<file path="src/rtl/decoder_rr_arbiter_pkg.sv">
// Shared constants and state encoding for the round-robin decoder arbiter.
package decoder_rr_arbiter_pkg;

  localparam int unsigned N_REQ = 16;
  localparam int unsigned IDX_W = 4;

  typedef enum logic {
    IDLE  = 1'b0,
    GRANT = 1'b1
  } state_t;

endpackage

</file>
<file path="src/rtl/decoder_rr_arbiter_rr_priority_pick.sv">
// Combinational round-robin pick: first set request at or after ptr, wrapping.
module rr_priority_pick
  import decoder_rr_arbiter_pkg::*;
(
  input  logic [N_REQ-1:0] req,
  input  logic [IDX_W-1:0] ptr,
  output logic [IDX_W-1:0] winner,
  output logic             any
);

  logic [N_REQ-1:0]   masked;
  logic [2*N_REQ-1:0] dbl;

  // Lower half holds only bits at/after ptr; upper half supplies the wrapped scan.
  always_comb begin
    for (int i = 0; i < int'(N_REQ); i++) begin
      masked[i] = req[i] && (i >= int'(ptr));
    end
    dbl    = {req, masked};
    winner = '0;
    for (int i = 2 * int'(N_REQ) - 1; i >= 0; i--) begin
      if (dbl[i]) winner = IDX_W'(i);
    end
  end

  assign any = |req;

endmodule

</file>
<file path="src/rtl/decoder_rr_arbiter.sv">
// Round-robin owner of a shared 4-to-16 decoder select/enable with a dead gap
// between owners and an optional maximum hold time.
module decoder_rr_arbiter
  import decoder_rr_arbiter_pkg::*;
#(
  parameter int unsigned MAX_HOLD = 8
) (
  input  logic             clk,
  input  logic             rst,
  input  logic [N_REQ-1:0] req,
  input  logic             done,
  output logic [IDX_W-1:0] grant_idx,
  output logic             grant_en,
  output logic             timeout
);

  localparam int unsigned HOLD_W = (MAX_HOLD == 0) ? 1 : $clog2(MAX_HOLD + 1);
  localparam logic [HOLD_W-1:0] HOLD_LAST = HOLD_W'((MAX_HOLD == 0) ? 0 : MAX_HOLD - 1);

  state_t             state, state_d;
  logic [IDX_W-1:0]   ptr, ptr_d;
  logic [IDX_W-1:0]   grant_idx_d;
  logic               grant_en_d;
  logic               timeout_d;
  logic [HOLD_W-1:0]  hold_cnt, hold_cnt_d;
  logic [IDX_W-1:0]   winner;
  logic               any;
  logic               rel_done, rel_drop, rel_hold;

  rr_priority_pick u_pick (
    .req    (req),
    .ptr    (ptr),
    .winner (winner),
    .any    (any)
  );

  always_ff @(posedge clk or posedge rst) begin
    if (rst) begin
      state     <= IDLE;
      ptr       <= '0;
      hold_cnt  <= '0;
      grant_idx <= '0;
      grant_en  <= 1'b0;
      timeout   <= 1'b0;
    end else begin
      state     <= state_d;
      ptr       <= ptr_d;
      hold_cnt  <= hold_cnt_d;
      grant_idx <= grant_idx_d;
      grant_en  <= grant_en_d;
      timeout   <= timeout_d;
    end
  end

  always_comb begin
    state_d     = state;
    ptr_d       = ptr;
    hold_cnt_d  = hold_cnt;
    grant_idx_d = grant_idx;
    grant_en_d  = grant_en;
    timeout_d   = 1'b0;
    rel_done    = 1'b0;
    rel_drop    = 1'b0;
    rel_hold    = 1'b0;
    case (state)
      IDLE: begin
        if (any) begin
          state_d     = GRANT;
          grant_idx_d = winner;
          grant_en_d  = 1'b1;
          hold_cnt_d  = '0;
        end
      end
      GRANT: begin
        rel_done = done;
        rel_drop = !req[grant_idx];
        rel_hold = (MAX_HOLD != 0) && (hold_cnt == HOLD_LAST);
        // Any release goes through IDLE, which forms the one-cycle dead gap.
        if (rel_done || rel_drop || rel_hold) begin
          state_d    = IDLE;
          grant_en_d = 1'b0;
          ptr_d      = grant_idx + IDX_W'(1);
          timeout_d  = rel_hold && !rel_done && !rel_drop;
        end else begin
          hold_cnt_d = hold_cnt + HOLD_W'(1);
        end
      end
    endcase
  end

endmodule

</file>
<file path="config.mk">
export PLATFORM = sky130hd
export DESIGN_NAME = decoder_rr_arbiter
export DESIGN_NICKNAME = d
export VERILOG_FILES = /design/src/rtl/decoder_rr_arbiter_pkg.sv /design/src/rtl/decoder_rr_arbiter_rr_priority_pick.sv /design/src/rtl/decoder_rr_arbiter.sv
export SDC_FILE = /design/constraint.sdc
export NUM_CORES = 1
export LEC_CHECK = 0
export ABC_AREA = 1
export CAP_MARGIN = 20
export CORE_MARGIN = 1.5
export CORE_UTILIZATION = 35
export DETAILED_ROUTE_END_ITERATION = 10
export SLEW_MARGIN = 20
export SYNTH_ARGS = -nofsm -noshare
export SYNTH_HDL_FRONTEND = slang
export SYNTH_SLANG_ARGS = --single-unit
</file>
<file path="constraint.sdc">
create_clock -name clk -period 2.25 [get_ports clk]
set_input_delay 0.3375 -clock clk [delete_from_list [all_inputs] [get_ports clk]]
set_output_delay 0.3375 -clock clk [all_outputs]
set_load 0.05 [all_outputs]
</file>
Fig. 1: routed metal per tile
The bar under the picture is 20 um long. The die is cut into 13 by 13 equal tiles; black is low, pale yellow is high, scaled to the fullest tile. Values are wire area over tile area, all layers added.
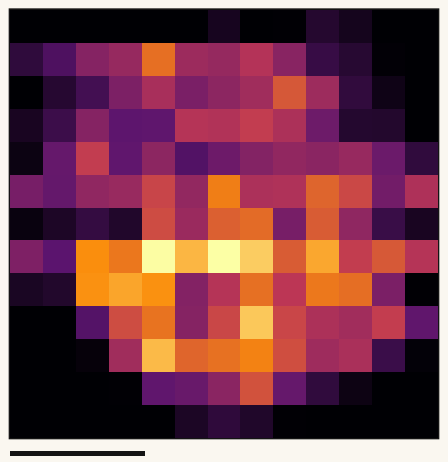
tiles over half the peak = 24%
densest ninth of the die = middle
fullest tile = 0.44
nearly empty tiles = 23%
mean over tiles = 0.14
DRT Wirelength: 3.50 mm
Tot GR Track Use: 18.3%
routed wirelength normalized by instance count: 11.8 um
DR vias: 1402

Fig. 2: cells coloured by class
Fill, decap, tap and diode cells in grey.
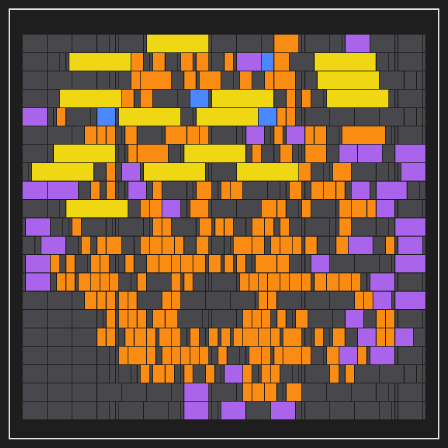
clock drivers and dummy loads -> blue  # cells 4, share of their area 1.7%
flops -> yellow  # cells 15, share of their area 23%
other buffers and delay cells -> purple  # cells 39, share of their area 22%
combinational and other logic -> orange  # cells 193, share of their area 54%
Seq/total area: 21.8%
Rows: 21
Core Util, Final: 50.5%
design area: 0.00172 mm2

Fig. 3: placed standard cells
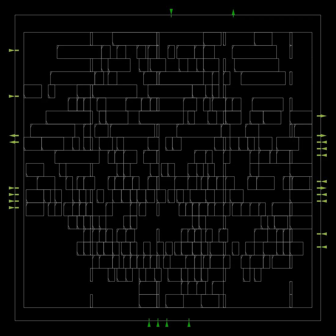
core area: 0.00342 mm2
Fill cells: 359
Flops: 15
Post-Layout Cell Count: 297

Fig. 4: M1 wires
The bar under the picture is 20 um long. Supply wires on this layer in grey.
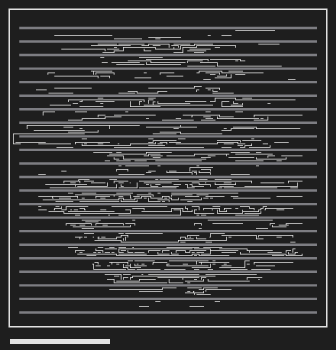
wire length on this layer = 1860 um
main direction = horizontal
longest straight run = 22.5 um
share of all routed wire = 53%
nets with wire on the layer = 248
met1 usage: 26.1%

-- final cells by class --
cell class | instances | area share [%]
sequential | 15 | 21.8
clock buffer | 3 | 1.31
multi-input combinational | 150 | 41.7
clock inverter | 1 | 0.290
inverter | 43 | 10.3
timing repair buffer | 39 | 21.3
tap | 46 | 3.34
-- flip-flops by register name, indices dropped and copies added, names as in the netlist --
name and flops:
ptr 4, state 1, hold_cnt 4, timeout 1
grant_idx 4, grant_en 1
-- cells by family (layout without fill, tap and decap cells) --
kind of cell,Yosys count,in the layout,share of synthesized area [%]
AND/OR/NAND/NOR,98,98,31.1
buffers and inverters,46,86,14.9
adder cells (fa/ha/maj),2,2,1.96
XOR/XNOR,4,4,2.74
AND-OR/OR-AND,46,46,20.0
flip-flops,15,15,29.4
-- cells in the final DEF (no fill, tap or decap), types with 2 or more instances in the layout --
| cell | count |
|---|---|
| nand2_1 | 60 |
| nor3_1 | 6 |
| dlymetal6s2s_1 | 6 |
| a211oi_1 | 2 |
| ha_1 | 2 |
| o21ai_0 | 10 |
| xnor2_1 | 2 |
| inv_1 | 27 |
| dfrtp_1 | 15 |
| clkdlybuf4s50_1 | 18 |
| inv_2 | 13 |
| o211ai_1 | 3 |
| o22ai_1 | 2 |
| a31oi_1 | 3 |
| a21oi_1 | 12 |
| nor2_1 | 15 |
| clkbuf_4 | 3 |
| nand3_1 | 15 |
| xor2_1 | 2 |
| o21ai_1 | 12 |
| buf_4 | 15 |
-- per-stage QoR --
| stage | std cells | util (%) | hold WS [ps] | power [uW] |
|---|---|---|---|---|
| final | 297 | 50.5 | 396 | 1740 |
| after global routing | 297 | 50.5 | 444 | 1910 |
| after CTS | 297 | 49.9 | 411 | 1730 |
| after detailed placement | 293 | 49.1 | 508 | 1570 |
| after global placement | 293 | 49.1 | 506 | 1580 |
| after floorplan | 211 | - | 239 | 1220 |
-- synth_stat cells (3+ instances only) --
cell type   n
nand3_1    16
inv_2      13
nand2_1    60
a31oi_1     3
o21ai_1    12
o21ai_0    10
nor3_1      6
a21oi_1    12
nor2_1     15
inv_1      27
o211ai_1    3
dfrtp_1    15
-- worst paths after layout --
path	startpoint	to	slack (ps)	cells past startpoint
worst max-delay path	grant_idx[1]	grant_idx[1]	220	1
worst min-delay path	rst	grant_en	400	2
worst max register to register	grant_idx[0]	ptr[1]	280	11
worst min register to register	hold_cnt[0]	hold_cnt[0]	520	1
max in group asynchronous	rst	grant_idx[2]	1480	2
min in group clk	hold_cnt[0]	hold_cnt[0]	520	1
-- power by group --
group | total (uW) | switching, uW | internal (uW)
clock network | 152 | 85.9 | 66.0
logic | 1080 | 676 | 403
registers | 507 | 139 | 367
-- metal layers --
layer | global-route usage [%] | vias to the layer above | wire [um] | share of wire (%)
met5 | 0 | - | 0 | 0
met4 | 1.63 | 0 | 0 | 0
met3 | 4.64 | 0 | 172 | 4.9
met2 | 29.1 | 31 | 1470 | 42
met1 | 26.1 | 613 | 1860 | 53
li1 | - | 758 | - | -
==> results.cfg <==
; yosys + openroad results
[outcome]
outcome = finished, final reports clean

[logic_synthesis]
syn_area_per_cell_um2 = 6.06
ys_cells = 211
synthTopCellsByArea = dfrtp_1 (29%), nand2_1 (18%), inv_1 (7.9%)
ys.flops = 15
syn_area_mm2 = 0.00128

[timing]
clock_skew_ps = 6.42
relSlewSlack_pct = 62.2
fmax_mhz = 493
fin_crit_ps = 2030

[final_layout]
flop_area_um2 = 375
logic_area_um2 = 718
area_growth_pct = 34.8
final_layout_size_suffix_gt1_share_pct = 13.9
antenna_cells = 0

[setup_path]
cp_cell_sequence = clkdlybuf4s50_1
cpPeakStageDelay_ps = 870
critical-path-top-delay-family = buffers and inverters
cp-end-kind = output port

[floorplan]
fp_util_pct = 37.4

[clock_network]
cts.sinks = 15
clk_latency_ps = 280

[power_and_ir_drop]
p_leak_uw = 0.000914

[routing]
drtIter0Drc = 56

[grt]
grt_pass1_vias = 1284
Power figures rest on the tool's default switching activity, not on a simulated workload.
